==> src/rtl/bg_pkg.sv <==
// Shared types and constants for the bandgap chop controller.
// Holds the sequencer state encoding, the IDAC trim word and its reset value.
package bg_pkg;

  typedef enum logic [2:0] {
    ST_OFF,
    ST_SETTLE,
    ST_PH_A,
    ST_NOV_A,
    ST_PH_B,
    ST_NOV_B
  } bg_state_e;

  typedef struct packed {
    logic [7:0] fine;
    logic [7:0] coarse;
    logic [3:0] outsel_n;
    logic       stable;
  } bg_trim_t;

  localparam logic [7:0] DIODE_OFF = 8'h00;
  localparam logic [7:0] DIODE_1X  = 8'h01;
  localparam logic [7:0] DIODE_NX  = 8'hFF;

  localparam logic [7:0] TRIM_FINE_RST   = 8'h80;
  localparam logic [7:0] TRIM_COARSE_RST = 8'h80;
  localparam logic [3:0] TRIM_OUTSEL_RST = 4'b1101;
  localparam logic       TRIM_STABLE_RST = 1'b0;

  localparam bg_trim_t TRIM_RESET = '{
    fine:     TRIM_FINE_RST,
    coarse:   TRIM_COARSE_RST,
    outsel_n: TRIM_OUTSEL_RST,
    stable:   TRIM_STABLE_RST
  };

  function automatic int max3(input int a, input int b, input int c);
    int m;
    m = (a > b) ? a : b;
    return (m > c) ? m : c;
  endfunction

endpackage

==> src/rtl/bg_trim_shadow.sv <==
// Single-entry shadow register for IDAC trim words; a pending word is applied
// immediately while powered down, otherwise only at the start of a chop period.
module bg_trim_shadow
  import bg_pkg::*;
(
  input  logic     clk,
  input  logic     reset,
  input  logic     cfg_valid,
  input  bg_trim_t cfg_word,
  input  logic     apply_off,
  input  logic     apply_boundary,
  output logic     cfg_ready,
  output bg_trim_t trim
);

  logic     pending_reg;
  bg_trim_t shadow_reg;
  bg_trim_t trim_reg;
  logic     accept;
  logic     apply;

  assign cfg_ready = !pending_reg;
  assign accept    = cfg_valid && !pending_reg;
  assign apply     = pending_reg && (apply_off || apply_boundary);
  assign trim      = trim_reg;

  // Apply always takes the older shadow contents; a word accepted on the same
  // edge stays pending for the next apply opportunity.
  always_ff @(posedge clk) begin
    if (reset) begin
      pending_reg <= 1'b0;
      shadow_reg  <= TRIM_RESET;
      trim_reg    <= TRIM_RESET;
    end else begin
      if (apply) begin
        trim_reg <= shadow_reg;
      end
      if (accept) begin
        shadow_reg <= cfg_word;
      end
      pending_reg <= accept || (pending_reg && !apply);
    end
  end

endmodule

==> src/rtl/bg_ctrl.sv <==
// Bandgap power-up and chop sequencer: OFF -> SETTLE -> PH_A/NOV_A/PH_B/NOV_B loop,
// with break-before-make switching and a shadowed IDAC trim interface.
module bg_ctrl
  import bg_pkg::*;
#(
  parameter int SETTLE_CYCLES = 64,
  parameter int PHASE_CYCLES  = 8,
  parameter int NOV_CYCLES    = 1
) (
  input  logic       clk,
  input  logic       reset,
  input  logic       enable,
  input  logic       cfg_valid,
  output logic       cfg_ready,
  input  logic [7:0] cfg_fine,
  input  logic [7:0] cfg_coarse,
  input  logic [3:0] cfg_outsel_n,
  input  logic       cfg_stable,
  output logic       pwrup,
  output logic [7:0] idacFine,
  output logic [7:0] idacCoarse,
  output logic [3:0] idacOutSelect_n,
  output logic [7:0] diodeSelect,
  output logic       resStableSelect,
  output logic       resPtatEnable_n,
  output logic [1:0] c1,
  output logic [1:0] c2,
  output logic       ready,
  output logic       phase_b
);

  localparam int MAX_CYC = max3(SETTLE_CYCLES, PHASE_CYCLES, NOV_CYCLES);
  localparam int CW      = $clog2(MAX_CYC) + 1;

  localparam logic [CW-1:0] SETTLE_LAST = CW'(SETTLE_CYCLES - 1);
  localparam logic [CW-1:0] PHASE_LAST  = CW'(PHASE_CYCLES - 1);
  localparam logic [CW-1:0] NOV_LAST    = CW'(NOV_CYCLES - 1);

  bg_state_e     state_reg;
  bg_state_e     state_next;
  logic [CW-1:0] cnt_reg;
  logic          apply_boundary;
  bg_trim_t      cfg_word;
  bg_trim_t      trim;

  // Counter restarts on every state change and is parked in OFF so it never wraps.
  always_ff @(posedge clk) begin
    if (reset) begin
      state_reg <= ST_OFF;
      cnt_reg   <= '0;
    end else begin
      state_reg <= state_next;
      if ((state_next != state_reg) || (state_reg == ST_OFF)) begin
        cnt_reg <= '0;
      end else begin
        cnt_reg <= cnt_reg + 1'b1;
      end
    end
  end

  always_comb begin
    state_next = state_reg;
    case (state_reg)
      ST_OFF:    if (enable) state_next = ST_SETTLE;
      ST_SETTLE: if (cnt_reg == SETTLE_LAST) state_next = ST_PH_A;
      ST_PH_A:   if (cnt_reg == PHASE_LAST) state_next = ST_NOV_A;
      ST_NOV_A:  if (cnt_reg == NOV_LAST) state_next = ST_PH_B;
      ST_PH_B:   if (cnt_reg == PHASE_LAST) state_next = ST_NOV_B;
      ST_NOV_B:  if (cnt_reg == NOV_LAST) state_next = ST_PH_A;
      default:   state_next = ST_OFF;
    endcase
    if (!enable) begin
      state_next = ST_OFF;
    end
  end

  assign apply_boundary = (state_reg == ST_NOV_B) && (state_next == ST_PH_A);

  always_comb begin
    pwrup           = 1'b0;
    ready           = 1'b0;
    phase_b         = 1'b0;
    c1              = 2'b00;
    c2              = 2'b00;
    diodeSelect     = DIODE_OFF;
    resPtatEnable_n = 1'b1;
    case (state_reg)
      ST_SETTLE: begin
        pwrup = 1'b1;
      end
      ST_PH_A: begin
        pwrup           = 1'b1;
        ready           = 1'b1;
        c1              = 2'b01;
        c2              = 2'b10;
        diodeSelect     = DIODE_1X;
        resPtatEnable_n = 1'b0;
      end
      ST_NOV_A: begin
        pwrup           = 1'b1;
        ready           = 1'b1;
        diodeSelect     = DIODE_1X;
        resPtatEnable_n = 1'b0;
      end
      ST_PH_B: begin
        pwrup           = 1'b1;
        ready           = 1'b1;
        phase_b         = 1'b1;
        c1              = 2'b10;
        c2              = 2'b01;
        diodeSelect     = DIODE_NX;
        resPtatEnable_n = 1'b0;
      end
      ST_NOV_B: begin
        pwrup           = 1'b1;
        ready           = 1'b1;
        diodeSelect     = DIODE_NX;
        resPtatEnable_n = 1'b0;
      end
      default: begin
        pwrup = 1'b0;
      end
    endcase
  end

  assign cfg_word = {cfg_fine, cfg_coarse, cfg_outsel_n, cfg_stable};

  bg_trim_shadow u_trim_shadow (
    .clk            (clk),
    .reset          (reset),
    .cfg_valid      (cfg_valid),
    .cfg_word       (cfg_word),
    .apply_off      (state_reg == ST_OFF),
    .apply_boundary (apply_boundary),
    .cfg_ready      (cfg_ready),
    .trim           (trim)
  );

  assign idacFine        = trim.fine;
  assign idacCoarse      = trim.coarse;
  assign idacOutSelect_n = trim.outsel_n;
  assign resStableSelect = trim.stable;

endmodule

==> config.mk <==
export PLATFORM = sky130hd
export DESIGN_NAME = bg_ctrl
export DESIGN_NICKNAME = d
export VERILOG_FILES = /design/src/rtl/bg_pkg.sv /design/src/rtl/bg_trim_shadow.sv /design/src/rtl/bg_ctrl.sv
export SDC_FILE = /design/constraint.sdc
export NUM_CORES = 1
export LEC_CHECK = 0
export CAP_MARGIN = 0
export CORE_AREA = 5 5 76 78
export DETAILED_ROUTE_END_ITERATION = 12
export DIE_AREA = 0 0 81 83
export PLACE_DENSITY = 0.79
export SYNTH_ARGS = -nofsm -noshare
export SYNTH_HDL_FRONTEND = slang
export SYNTH_SLANG_ARGS = --single-unit
==> constraint.sdc <==
create_clock -name clk -period 2.9 [get_ports clk]
set_clock_uncertainty 0.15 [all_clocks]
set_input_delay 0.435 -clock clk [delete_from_list [all_inputs] [get_ports clk]]
set_output_delay 0.435 -clock clk [all_outputs]
set_load 0.01 [all_outputs]
**Run 1: M1 wires**

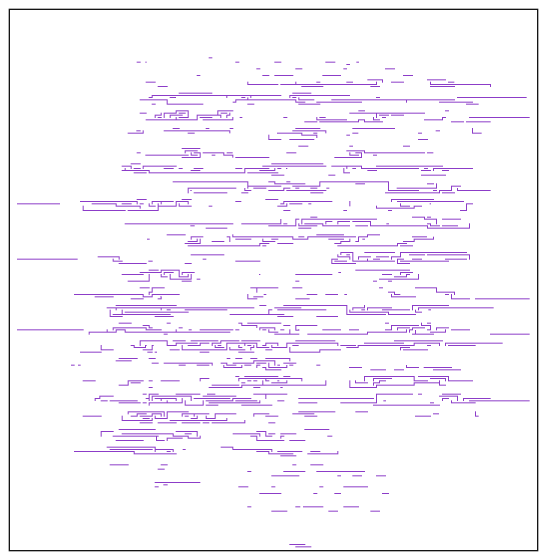
main direction: horizontal
wire length on this layer: 2120 um

**Run 1: cell placement**

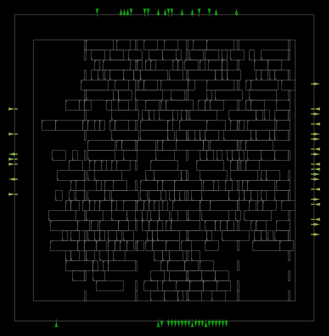
number of fill cells: 472
Rows: 26
tapcell count: 70
Flops: 53

==> results.sh, run 1 <==
# physical design summary
export IMPL_status="completed"
export IMPL_setup_viol=0
export IMPL_async_flop_share_pct=0
export IMPL_cts_hold_buf=0
export IMPL_core_area_um2=5010
export IMPL_cp_slowest_cell="clkdlybuf4s50_1"
export IMPL_worst_pin_slew_ns=0.911
export IMPL_grt_max_degree=35
export IMPL_relSlewSlack_pct=39.1
export IMPL_period_used_pct=87.7
export IMPL_critical_path_max_stage_delay_ns=0.61
export IMPL_yosysWarnings=0
export IMPL_cts_resized=0
export IMPL_whs_endpoint="u_trim_shadow.shadow_reg[15]$_SDFFE_PP0P_"
export IMPL_avgSynthCellArea_um2=8.33
export IMPL_grt_util_all_layers_pct=15.0
export IMPL_post_drt_wl_per_cell_um=12.5
export IMPL_max_freq_mhz=393
export IMPL_portBuffers=62
export IMPL_die_w_um=81
export IMPL_start_kind="flip-flop"
export IMPL_ant_nets=0
export IMPL_r2r_start="state_reg[2]$_SDFF_PP0_"
export IMPL_final_cell_mix="clkdlybuf4s50_1 (61), dfxtp_1 (53), nand2_1 (46), nor2_1 (43), a21oi_1 (23)"
export IMPL_crit_fanout=12
export IMPL_cts_buffers=5
export IMPL_crit_chain="inv_1 > nor3_1 > clkdlybuf4s50_1"
export IMPL_antenna_cells=0
export IMPL_hpwl_mm=3.56
export IMPL_synthesis_nets=303
export IMPL_ys_chip_area_um2=2280
export IMPL_die_y_um=83
export IMPL_grt_pass1_vias=1838
export IMPL_worstSkewPairLatency_ns=0.31
export IMPL_io_pins=63
export IMPL_htree_levels=2
export IMPL_finalHoldViolCount=0
export IMPL_clock_sinks=53
export IMPL_post_cts_buffers=0
export IMPL_drc=0
export IMPL_numSynthFlops=53
**Run 1: placement density heat map**

8 x 8 tiles, from white (low) to dark blue (high), 0 to 100% covered.
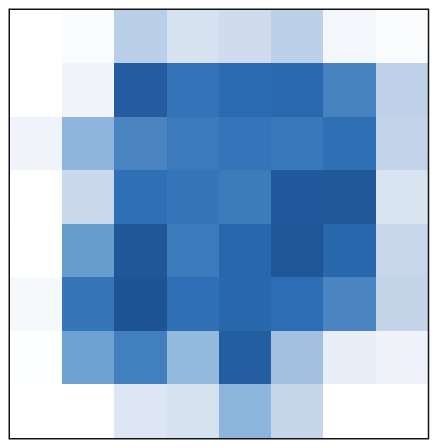
nearly empty tiles: 14%
tiles over 75% full: 20%
mean over tiles: 43%
densest ninth of the die: centre
fullest tile: 86%

**Run 1: metal 2**

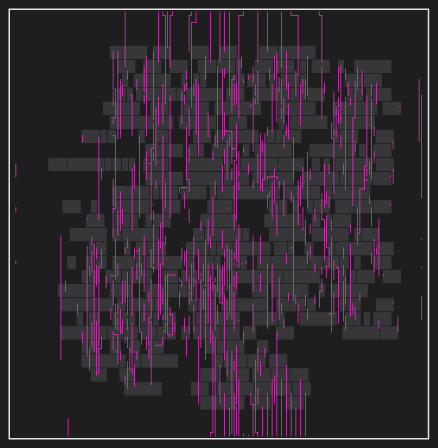
nets with wire on the layer: 278
wire length on this layer: 2390 um
share of all routed wire: 49%
main direction: vertical
longest straight run: 25.2 um
Post-Route WL: 4.88 mm
met2 usage: 25.3%
via count: 1898

==> run 1: area by class of cell <==
| class | count | area, um^2 | share of cell area, % |
|---|---|---|---|
| clock buffer | 5 | 68.8 | 2.33 |
| clock inverter | 3 | 26.3 | 0.888 |
| sequential | 53 | 1060 | 35.9 |
| multi-input combinational | 188 | 1050 | 35.6 |
| timing repair buffer | 65 | 638 | 21.6 |
| tap | 70 | 87.6 | 2.96 |
| inverter | 6 | 22.5 | 0.761 |
==> run 1: worst max path at each step <==
stage / start / to / slack [ns] / cells after the start
2_1_floorplan: cnt_reg[3]$_SDFF_PP0_ / u_trim_shadow.trim[12]$_SDFFE_PP1P_ / 0.87 / 7
3_3_place_gp: enable / u_trim_shadow.trim[14]$_SDFFE_PP0P_ / 0.55 / 6
3_5_place_dp: enable / u_trim_shadow.trim[11]$_SDFFE_PP0P_ / 0.50 / 6
4_1_cts: state_reg[2]$_SDFF_PP0_ / c1[1] / 0.34 / 3
5_1_grt: state_reg[2]$_SDFF_PP0_ / phase_b / 0.21 / 3
6_report: state_reg[2]$_SDFF_PP0_ / c1[1] / 0.36 / 3
==> run 1: metal layers <==
metal	up-vias	part of all wire, %	track usage, %
li1	990	-	-
met1	850	43	18.0
met2	51	49	25.3
met3	7	6.2	4.65
met4	0	1.4	4.61
met5	-	0	0
==> run 1: through the flow <==
step | hold WS (ns) | cell area (um^2) | power [mW]
2_1_floorplan | 0.286 | 2280 | 0.882
6_report | 0.309 | 2960 | 1.36
3_3_place_gp | 0.291 | 2860 | 0.950
5_1_grt | 0.330 | 2960 | 1.42
3_5_place_dp | 0.297 | 2860 | 0.954
4_1_cts | 0.311 | 2960 | 1.38
==> run 1: worst max-delay path, delay by kind of cell (launching register included) <==
family                 cells  cell delay [ns]
AND/OR/NAND/NOR            1             0.28
flip-flops                 1             0.55
buffers and inverters      2             0.82
==> run 1: where the power goes <==
group	total (mW)	internal, mW	switching, mW
Clock	0.423	0.176	0.247
Combinational	0.163	0.0794	0.0832
Sequential	0.773	0.757	0.0163
Total	1.36	1.01	0.347
==> run 1: synthesized netlist by cell type, types with 4 or more instances <==
cell type	number	area share [%]
dfxtp_1	53	46
nor2_1	43	7.1
nand3b_1	6	2.0
nand3_1	4	0.88
o21ai_0	4	0.88
a21oi_1	23	5.0
nand2_1	46	7.6
clkbuf_1	14	2.3
mux2i_1	16	7.0
ha_1	4	2.2
nor2b_1	4	1.1
buf_4	10	3.3
inv_1	6	0.99
nand4_1	7	1.9
nor3_1	10	2.2
==> run 1: kinds of logic after synthesis <==
family | Yosys count | synth area share [%]
simple gates | 129 | 26.1
flops | 53 | 46.5
mux | 16 | 7.01
xor+xnor | 5 | 1.92
compound gates | 34 | 8.82
fa+ha+maj | 4 | 2.19
buf+inv | 33 | 7.51
**Run 1: where the registers sit**

Other sequential cells in the stronger grey, the rest of the logic in the fainter grey.
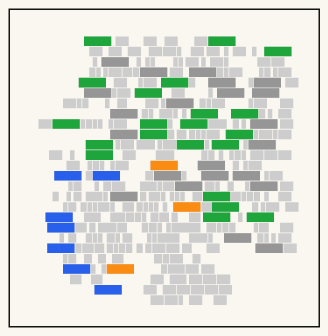

==> run 2, diff against run 1 <==
--- a/config.mk
+++ b/config.mk
@@ -6,10 +6,11 @@
 export NUM_CORES = 1
 export LEC_CHECK = 0
 export CAP_MARGIN = 0
-export CORE_AREA = 5 5 76 78
+export CORE_AREA = 5 5 73 75
 export DETAILED_ROUTE_END_ITERATION = 12
-export DIE_AREA = 0 0 81 83
-export PLACE_DENSITY = 0.79
+export DIE_AREA = 0 0 78 80
+export PLACE_DENSITY = 0.85
 export SYNTH_ARGS = -nofsm -noshare
 export SYNTH_HDL_FRONTEND = slang
 export SYNTH_SLANG_ARGS = --single-unit
+export TNS_END_PERCENT = 50
==> constraint.sdc (replaced) <==
create_clock -name clk -period 3.1 [get_ports clk]
set_clock_uncertainty 0.15 [all_clocks]
set_input_delay 0.465 -clock clk [delete_from_list [all_inputs] [get_ports clk]]
set_output_delay 0.465 -clock clk [all_outputs]
set_load 0.01 [all_outputs]
**Run 2: where the registers sit**

Other sequential cells in the stronger grey, the rest of the logic in the fainter grey.
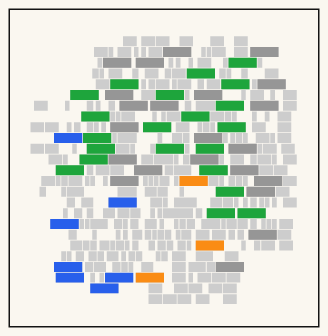
legend:
  orange:
    signal: state_reg
    sequential_cells: 3
  green:
    signal: u_trim_shadow.shadow_reg
    sequential_cells: 21
  blue:
    signal: cnt_reg
    sequential_cells: 7
    where: lower left
Seq/total area: 36.3%
Flop area: 1060 um^2

**Run 2: M1 wires**

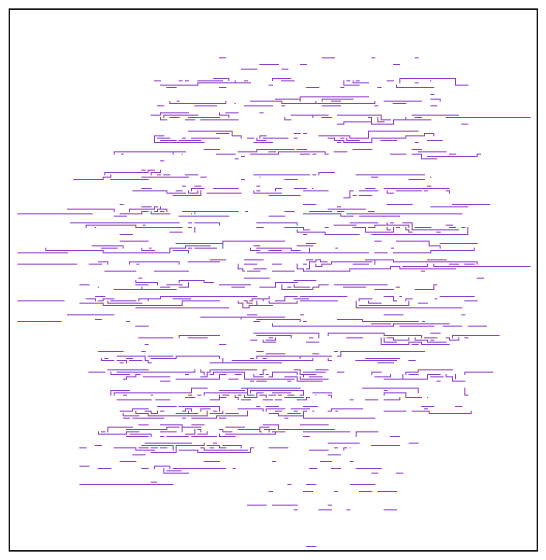
Post-Route WL: 5.07 mm
met1 Track Usage GR: 19.1%

==> run 2 against run 1 <==
  * Die size is 7.2% lower
  * Global-route usage is 1.8 points higher
  * Via count is 2.8% higher
  * Clock-buffer cell count stayed put
  * Critical endpoint is now pwrup
  * Wire length is 3.9% higher
  * Non-clock buffer count is 1 lower
  * Register-to-register slack worse by 0.03 ns
  * Worst setup slack better by 0.17 ns
  * Clock power is 9.9% lower
  * Sequential share of layout area is 0.38 points higher
  * Critical path type unchanged
==> results.sh, run 2 <==
# physical design summary
export IMPL_status="completed"
export IMPL_finalHoldViolCount=0
export IMPL_worstSkewPairLatency_ns=0.30
export IMPL_grt_max_degree=41
export IMPL_grt_util_all_layers_pct=16.8
export IMPL_cp_slowest_cell="clkdlybuf4s50_1"
export IMPL_post_cts_buffers=0
export IMPL_final_cell_mix="clkdlybuf4s50_1 (61), dfxtp_1 (53), nand2_1 (46), nor2_1 (43), a21oi_1 (23)"
export IMPL_antenna_cells=0
export IMPL_start_kind="flip-flop"
export IMPL_critical_path_max_stage_delay_ns=0.57
export IMPL_htree_levels=2
export IMPL_simple_gate_share_pct=26.1
export IMPL_rows=25
export IMPL_synthAdderAreaFrac_pct=2.19
export IMPL_logic_family="simple AND/OR/NAND/NOR gates"
export IMPL_cts_resized=0
export IMPL_synthesis_nets=303
export IMPL_top_cell_area_share_pct=46.5
export IMPL_whs_ns=0.313
export IMPL_max_freq_mhz=388
export IMPL_worst_pin_slew_ns=0.935
export IMPL_cts_hold_buf=0
export IMPL_cp_top_family="buffers and inverters"
export IMPL_async_flop_share_pct=0
export IMPL_mux_area_share_pct=7.01
export IMPL_clock_sinks=53
export IMPL_setup_viol=0
export IMPL_common_cells="dfxtp_1 (53), nand2_1 (46), nor2_1 (43), a21oi_1 (23), mux2i_1 (16)"
export IMPL_relSlewSlack_pct=36.7
export IMPL_top_cell="dfxtp_1"
export IMPL_core_area_um2=4600
export IMPL_crit_fanout=9
export IMPL_numSynthFlops=53
run 2: cells by family after synthesis:
kind of cell,Yosys count
DFF,53
adders and majority gates,4
muxes,16
AOI/OAI and AO/OA,34
buffers and inverters,33
xor gates and xnor gates,5
and+or+nand+nor,129
run 2: final timing paths:
check	start	end	slack, ns	depth (start not counted)
worst max-delay path	state_reg[1]$_SDFF_PP0_	pwrup	0.53	4
worst min-delay path	u_trim_shadow.shadow_reg[6]$_SDFFE_PP0P_	u_trim_shadow.shadow_reg[6]$_SDFFE_PP0P_	0.31	2
worst max register to register	state_reg[2]$_SDFF_PP0_	u_trim_shadow.trim[8]$_SDFFE_PP0P_	0.55	6
worst min register to register	u_trim_shadow.shadow_reg[6]$_SDFFE_PP0P_	u_trim_shadow.shadow_reg[6]$_SDFFE_PP0P_	0.31	2
run 2: report_power, final:
part	internal [mW]	switching, mW	total (mW)
Clock	0.160	0.221	0.381
Sequential	0.708	0.0160	0.724
Combinational	0.0734	0.0784	0.152
run 2: routing by layer:
layer  global-route usage [%]  part of all wire, %
met1                     19.1                   43
met2                     29.6                   51
met3                     3.84                  5.3
met4                     7.60                  1.3
met5                        0                    0
run 2: per-stage QoR:
stage	instance area (um^2)	cells
after global placement	2840	365
after detailed placement	2840	365
final	2930	373
after global routing	2930	373
after CTS	2930	373
after floorplan	2280	274
run 2: area by class of cell:
cell class                      count  area share [%]
Sequential cell                    53            36.3
Multi-Input combinational cell    188            36.0
Timing Repair Buffer               64            21.5
Clock buffer                        5            2.35
Tap cell                           54            2.31
Clock inverter                      3           0.770
Inverter                            6           0.770
run 2: worst register-to-register path, stage by stage, from the launching register on:
cell and delay [ns]:
dfxtp_1 0.56, ha_1 0.21, nand2b_1 0.37, nor4_4 0.09, o21ai_4 0.71, mux2i_1 0.29, nor2_1 0.06
**Run 2: metal 2**

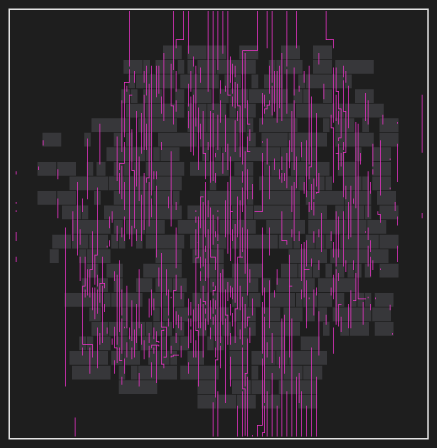

==> run 3, diff against run 2 <==
--- a/config.mk
+++ b/config.mk
@@ -6,10 +6,10 @@
 export NUM_CORES = 1
 export LEC_CHECK = 0
 export CAP_MARGIN = 0
-export CORE_AREA = 5 5 73 75
+export CORE_AREA = 5 5 79 81
 export DETAILED_ROUTE_END_ITERATION = 12
-export DIE_AREA = 0 0 78 80
-export PLACE_DENSITY = 0.85
+export DIE_AREA = 0 0 84 86
+export PLACE_DENSITY = 0.77
 export SYNTH_ARGS = -nofsm -noshare
 export SYNTH_HDL_FRONTEND = slang
 export SYNTH_SLANG_ARGS = --single-unit
==> constraint.sdc (replaced) <==
create_clock -name clk -period 2.35 [get_ports clk]
set_clock_uncertainty 0.15 [all_clocks]
set_input_delay 0.3525 -clock clk [delete_from_list [all_inputs] [get_ports clk]]
set_output_delay 0.3525 -clock clk [all_outputs]
set_load 0.01 [all_outputs]
**Run 3: metal 2**

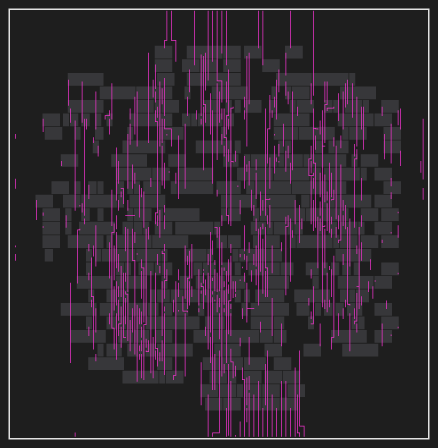
nets with wire on the layer: 286
share of all routed wire: 47%
wire length on this layer: 2480 um
main direction: vertical
longest straight run: 39.4 um
Post-Route WL: 5.25 mm
via count: 1981
met2 usage: 25.1%

**Run 3: cell placement**

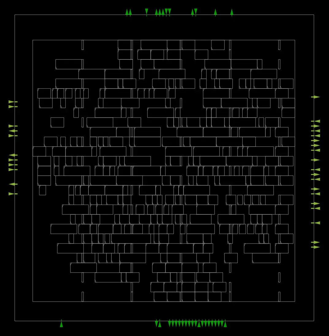
final core area utilization: 56.1%
Rows: 27
tapcell count: 72
core area: 5410 um^2
Seq/total area: 35.0%

==> run 3 against run 2 <==
  * Combinational power increased by 35%
  * Core utilization decreased by 7.5 points
  * Critical path depth unchanged
  * Sequential share of layout area decreased by 1.2 points
  * Critical path type unchanged
  * Final area increased by 3.6%
==> results.sh, run 3 <==
# physical design summary
export IMPL_status="completed"
export IMPL_arrival_ns=1.75
export IMPL_final_cell_mix="clkdlybuf4s50_1 (60), dfxtp_1 (52), nand2_1 (46), nor2_1 (43), a21oi_1 (23)"
export IMPL_crit_type="reg2out"
export IMPL_p_int_mw=1.35
export IMPL_mux_area_share_pct=7.01
export IMPL_setup_worst_path_end_class="primary output"
export IMPL_relSlewSlack_pct=49.5
export IMPL_path_clk_slew_ns=0.09
export IMPL_common_cells="dfxtp_1 (53), nand2_1 (46), nor2_1 (43), a21oi_1 (23), mux2i_1 (16)"
export IMPL_fin_cells=397
export IMPL_combPwrFrac_pct=11.6
export IMPL_cp_depth=4
export IMPL_synthAdderAreaFrac_pct=2.19
export IMPL_async_flop_share_pct=0
export IMPL_setup_viol=0
export IMPL_crit_start="state_reg[1]$_SDFF_PP0_"
export IMPL_cts_hold_buf=0
export IMPL_critical_path_max_stage_delay_ns=0.53
export IMPL_p_sw_share_pct=23.4
export IMPL_min_delay_start="u_trim_shadow.shadow_reg[17]$_SDFFE_PP0P_"
export IMPL_finalHoldViolCount=0
export IMPL_clock_sinks=53
export IMPL_crit_fanout=6
export IMPL_numSynthFlops=53
export IMPL_p_clk_share_pct=34.3
export IMPL_postPlaceCellArea_um2=2900
export IMPL_dp_cells=388
export IMPL_seqPwrFrac_pct=54.1
export IMPL_p_switching_uw=412
export IMPL_top_cell="dfxtp_1"
export IMPL_final_area_um2=3030
export IMPL_whs_ns=0.310
export IMPL_worst_pin_slew_ns=0.757
export IMPL_cp_top_family="buffers and inverters"
export IMPL_post_cts_buffers=0
export IMPL_grt_max_degree=29
export IMPL_simple_gate_share_pct=26.1
export IMPL_grt_util_all_layers_pct=14.7
export IMPL_antenna_cells=0
export IMPL_htree_levels=2
export IMPL_max_freq_mhz=444
export IMPL_logic_family="simple AND/OR/NAND/NOR gates"
export IMPL_synthesis_nets=303
export IMPL_cp_slowest_cell="clkdlybuf4s50_1"
export IMPL_r2r_start="cnt_reg[3]$_SDFF_PP0_"
export IMPL_start_kind="flip-flop"
[run 3: cell counts after synthesis]
Identical to the previous run, type by type.
[run 3: worst paths after layout]
path                                                                  end
worst max-delay path                                                ready
worst min-delay path            u_trim_shadow.shadow_reg[17]$_SDFFE_PP0P_
worst max register to register        u_trim_shadow.trim[19]$_SDFFE_PP0P_
worst min register to register  u_trim_shadow.shadow_reg[17]$_SDFFE_PP0P_
[run 3: final cells by class]
| class | instances | area [um^2] |
|---|---|---|
| Fill cell | 481 | 2370 |
| Multi-Input combinational cell | 189 | 1080 |
| Sequential cell | 53 | 1060 |
| Timing Repair Buffer | 69 | 671 |
| Tap cell | 72 | 90.1 |
| Clock buffer | 6 | 72.6 |
| Clock inverter | 2 | 38.8 |
| Inverter | 6 | 22.5 |
[run 3: worst min-delay path, cell delays in order (launching register included)]
cell and delay, ns:
dfxtp_1 0.32, nand2_1 0.05, a21oi_1 0.05
[run 3: metal layers]
metal	vias to the layer above	wire, um	track usage [%]
met3	10	323	3.94
met5	-	0	0
met4	0	114	6.87
met2	63	2480	25.1
li1	1004	-	-
met1	904	2330	17.3
[run 3: kinds of logic (layout without fill, tap and decap cells)]
logic type                 after synthesis  in the layout
AOI/OAI and AO/OA                       34             35
muxes                                   16             16
adders and majority gates                4              4
DFF                                     53             53
buffers and inverters                   33             83
and+or+nand+nor                        129            129
xor gates and xnor gates                 5              5
[run 3: timing repair]
item / CTS / global route
setup endpoints to repair: 1 / 24
pin swaps: 0 / 2
gates cloned: 0 / 1
gates resized: 1 / 4
endpoints found under the hold margin: 0 / 0
[run 3: power by group through the flow]
stage	clock [mW]	sequential [mW]	combinational [mW]
after global routing	0.658	0.960	0.226
after global placement	0	0.974	0.198
final	0.605	0.955	0.205
after floorplan	0	0.974	0.115
after CTS	0.625	0.955	0.204
after detailed placement	0	0.976	0.203
Power figures rest on the tool's default switching activity, not on a simulated workload.
